**Clock wiring as the flow saved it**

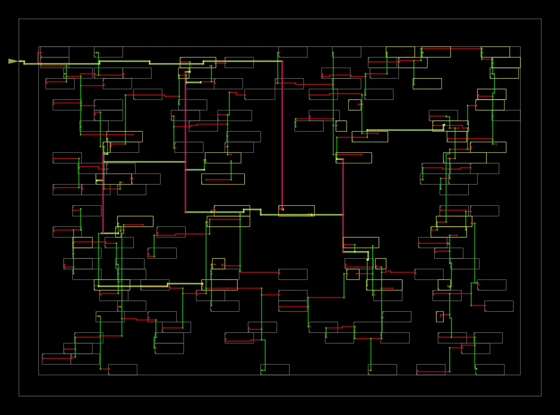
**Placed cells, one color a class**

(4 px per um)
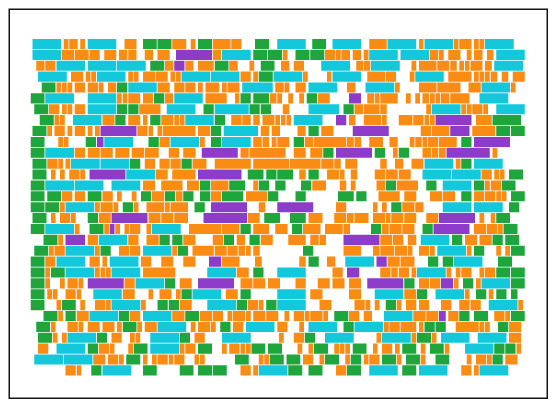
<file path="config.mk">
export PLATFORM = sky130hd
export DESIGN_NAME = obd_frame_tx
export DESIGN_NICKNAME = d
export VERILOG_FILES = /design/src/rtl/obd_frame_tx.sv
export SDC_FILE = /design/constraint.sdc
export NUM_CORES = 1
export LEC_CHECK = 0
export CAP_MARGIN = 20
export CORE_ASPECT_RATIO = 0.7
export CORE_MARGIN = 5
export CORE_UTILIZATION = 55
export DETAILED_ROUTE_END_ITERATION = 16
export PLACE_DENSITY = 0.81
export SLEW_MARGIN = 20
export SYNTH_ARGS = -nofsm -noshare
export SYNTH_HDL_FRONTEND = slang
export SYNTH_SLANG_ARGS = --single-unit
</file>
<file path="constraint.sdc">
create_clock -name clk -period 3.1 [get_ports clk]
set_clock_uncertainty 0.1 [all_clocks]
set_input_delay 0.465 -clock clk [delete_from_list [all_inputs] [get_ports clk]]
set_output_delay 0.465 -clock clk [all_outputs]
set_load 0.02 [all_outputs]
</file>
<file path="src/rtl/obd_frame_tx.sv">
// obd_frame_tx: snapshots the vehicle-state inputs and sends them as a
// 13-byte telemetry frame on a single 8N1 UART line, LSB first.
//
// Frame: A5 | seq | flags | speed | rpm_hi | rpm_lo | fuel | temp |
//        odo[31:24] | odo[23:16] | odo[15:8] | odo[7:0] | XOR of bytes 1..11
//
// Ports
//   clk           system clock
//   rst           synchronous, active-low reset
//   send_req      one-cycle frame request (1-deep pending while busy)
//   engine_on     engine state, flags bit 7
//   ess_trigger   emergency-stop alarm level, latched on rising edge
//   gear_num      gear 1..6, flags bits 2:0
//   speed         km/h
//   rpm           engine rpm (14 bits)
//   fuel          fuel %
//   temp          coolant deg C
//   odometer_raw  metres, sent MSB first
//   uart_tx       serial line, idles high
//   busy          high while a frame is on the line
//   frame_done    one-cycle pulse after the last stop bit
//   seq_num       sequence number of the next frame to be sent
module obd_frame_tx #(
    parameter int unsigned CLKS_PER_BIT = 434,
    parameter logic [7:0]  FRAME_SOF    = 8'hA5
) (
    input  logic        clk,
    input  logic        rst,
    input  logic        send_req,
    input  logic        engine_on,
    input  logic        ess_trigger,
    input  logic [2:0]  gear_num,
    input  logic [7:0]  speed,
    input  logic [13:0] rpm,
    input  logic [7:0]  fuel,
    input  logic [7:0]  temp,
    input  logic [31:0] odometer_raw,
    output logic        uart_tx,
    output logic        busy,
    output logic        frame_done,
    output logic [7:0]  seq_num
);

    localparam int unsigned   CW       = $clog2(CLKS_PER_BIT);
    localparam logic [CW-1:0] BIT_LAST = CW'(CLKS_PER_BIT - 1);

    typedef enum logic [1:0] {IDLE, START, DATA, STOP} state_t;

    state_t        state, state_n;
    logic [CW-1:0] clk_cnt, clk_cnt_n;
    logic [2:0]    bit_idx, bit_idx_n;
    logic [3:0]    byte_idx, byte_idx_n;
    logic          bit_end, accept, frame_end;

    logic          pending, ess_q, ess_sticky, done_q;

    logic [7:0]    snap_seq, snap_flags, snap_speed, snap_fuel, snap_temp;
    logic [13:0]   snap_rpm;
    logic [31:0]   snap_odo;
    logic [7:0]    chk, cur_byte;

    assign chk = snap_seq ^ snap_flags ^ snap_speed
               ^ {2'b00, snap_rpm[13:8]} ^ snap_rpm[7:0]
               ^ snap_fuel ^ snap_temp
               ^ snap_odo[31:24] ^ snap_odo[23:16] ^ snap_odo[15:8] ^ snap_odo[7:0];

    always_comb begin
        case (byte_idx)
            4'd0:    cur_byte = FRAME_SOF;
            4'd1:    cur_byte = snap_seq;
            4'd2:    cur_byte = snap_flags;
            4'd3:    cur_byte = snap_speed;
            4'd4:    cur_byte = {2'b00, snap_rpm[13:8]};
            4'd5:    cur_byte = snap_rpm[7:0];
            4'd6:    cur_byte = snap_fuel;
            4'd7:    cur_byte = snap_temp;
            4'd8:    cur_byte = snap_odo[31:24];
            4'd9:    cur_byte = snap_odo[23:16];
            4'd10:   cur_byte = snap_odo[15:8];
            4'd11:   cur_byte = snap_odo[7:0];
            default: cur_byte = chk;
        endcase
    end

    // Next-state, bit timing and line outputs
    always_comb begin
        state_n    = state;
        bit_idx_n  = bit_idx;
        byte_idx_n = byte_idx;
        accept     = 1'b0;
        frame_end  = 1'b0;
        uart_tx    = 1'b1;
        busy       = (state != IDLE);
        frame_done = done_q;
        bit_end    = (clk_cnt == BIT_LAST);
        clk_cnt_n  = bit_end ? '0 : clk_cnt + 1'b1;

        case (state)
            IDLE: begin
                clk_cnt_n  = '0;
                bit_idx_n  = '0;
                byte_idx_n = '0;
                if (send_req || pending) begin
                    accept  = 1'b1;
                    state_n = START;
                end
            end
            START: begin
                uart_tx = 1'b0;
                if (bit_end) begin
                    bit_idx_n = '0;
                    state_n   = DATA;
                end
            end
            DATA: begin
                uart_tx = cur_byte[bit_idx];
                if (bit_end) begin
                    if (bit_idx == 3'd7)
                        state_n = STOP;
                    else
                        bit_idx_n = bit_idx + 3'd1;
                end
            end
            STOP: begin
                if (bit_end) begin
                    if (byte_idx == 4'd12) begin
                        frame_end = 1'b1;
                        state_n   = IDLE;
                    end else begin
                        byte_idx_n = byte_idx + 4'd1;
                        state_n    = START;
                    end
                end
            end
            default: state_n = IDLE;
        endcase
    end

    always_ff @(posedge clk) begin
        if (!rst) begin
            state      <= IDLE;
            clk_cnt    <= '0;
            bit_idx    <= '0;
            byte_idx   <= '0;
            pending    <= 1'b0;
            ess_q      <= 1'b0;
            ess_sticky <= 1'b0;
            done_q     <= 1'b0;
            seq_num    <= '0;
            snap_seq   <= '0;
            snap_flags <= '0;
            snap_speed <= '0;
            snap_rpm   <= '0;
            snap_fuel  <= '0;
            snap_temp  <= '0;
            snap_odo   <= '0;
        end else begin
            state    <= state_n;
            clk_cnt  <= clk_cnt_n;
            bit_idx  <= bit_idx_n;
            byte_idx <= byte_idx_n;
            ess_q    <= ess_trigger;
            done_q   <= frame_end;

            // Incremented on the closing edge so a request accepted in the
            // frame_done cycle already snapshots the new number.
            if (frame_end)
                seq_num <= seq_num + 8'd1;

            if (accept) begin
                pending    <= 1'b0;
                snap_seq   <= seq_num;
                snap_flags <= {engine_on, ess_trigger | ess_sticky, 3'b000, gear_num};
                snap_speed <= speed;
                snap_rpm   <= rpm;
                snap_fuel  <= fuel;
                snap_temp  <= temp;
                snap_odo   <= odometer_raw;
            end else if (send_req) begin
                pending <= 1'b1;
            end

            // A rise coincident with the snapshot is carried by ess_trigger
            // itself, so clearing wins here.
            if (accept)
                ess_sticky <= 1'b0;
            else if (ess_trigger && !ess_q)
                ess_sticky <= 1'b1;
        end
    end

endmodule
</file>
==> impl_metrics.py <==
# Auto-generated metrics
metrics = {
    "global_route": {
        "use_met2_pct": 44.1,
        "grt_remaining_overflow": 0,
    },
    "finish": {
        "buf_share_pct": 20.1,
        "nonClockInverterCount": 12,
        "antenna_cells": 0,
        "largestClassByArea": "multi-input combinational cells",
        "seq-cell-share_pct": 26.9,
        "regArea_um2": 2270,
        "syn_to_final_growth_pct": 42.4,
        "num-nets-final": 966,
        "lay_top_cells": "184 x nand2_1, 109 x dfxtp_1, 96 x buf_4, 86 x clkdlybuf4s50_1, 85 x a21boi_0",
        "reg_top3": "snap_odo: 32 flops, snap_rpm: 14 flops, clk_cnt: 9 flops",
        "num-nonclk-buffers": 192,
    },
    "timing": {
        "slew_violations": 0,
        "rsz0062_at_grt": "yes",
        "period_used_pct": 102,
        "setup_slack_ns": -0.0522,
        "relSlewSlack_pct": 57.1,
        "hold_viol": 0,
        "finalSetupViolations": 1,
    },
    "drt": {
        "wl_per_cell_um": 18.9,
        "drc": 0,
        "route.met2.wl_mm": 8.43,
        "wl_mm": 19.3,
    },
    "pwr": {
        "p_switching_w": 0.00226,
        "sw_frac_of_total_pct": 35.3,
        "powerSeq_w": 0.00195,
    },
    "logic_synthesis": {
        "yosysUniqueCellTypes": 52,
        "ys_ff": 113,
        "synth_seq_share_pct": 38.1,
        "synth.comb.largest_family": "AND-OR/OR-AND gates",
    },
    "floorplan": {
        "core_area_um2": 10400,
        "die_h_um": 96.9,
    },
    "status": {
        "violations": "setup timing",
        "status": "complete, but fails checks",
    },
    "setup_path": {
        "max_stage_delay_ns": 0.33,
        "endpoint": "uart_tx",
        "critPathLaunch": "snap_odo[0]",
        "crit_type": "reg2out",
    },
    "placement": {
        "gp_congestion": 0.995,
    },
    "clock_network": {
        "cts_setup_buffers": 2,
        "clk_path_buf_depth": 2,
    },
    "hold_path": {
        "hold_path_class": "reg2reg",
    },
}
Back to the opening pictures, 'clock wiring as the flow saved it':
Power Clock: 0.00203 W
Clock Sinks: 113
flop count: 113
TritonCTS Buffers: 17

Back to the opening pictures, 'placed cells, one color a class':
color	class	cells	share of their area
cyan	registers	113	27%
purple	clock drivers and dummy loads	32	7.4%
orange	remaining logic cells	551	45%
green	remaining buffers and delay cells	192	21%

==> through the flow <==
| stage | hold slack [ns] | util, % | setup TNS, ns | setup WS [ns] |
|---|---|---|---|---|
| after floorplan | 0.330 | - | 0 | 0.118 |
| after global placement | 0.343 | 72.7 | -0.352 | -0.352 |
| after detailed placement | 0.361 | 72.7 | -0.320 | -0.320 |
| after CTS | 0.373 | 80.0 | -0.0112 | -0.0112 |
| after global routing | 0.409 | 81.0 | -0.125 | -0.125 |
| final | 0.369 | 81.0 | -0.0522 | -0.0522 |
==> worst max-delay path, delay by kind of cell (launching register included) <==
family                    cells  cell delay, ns
AOI/OAI and AO/OA             3            0.72
buffers and inverters         1            0.20
xor gates and xnor gates      4            0.91
DFF                           1            0.33
Power and IR drop assume default switching activity.
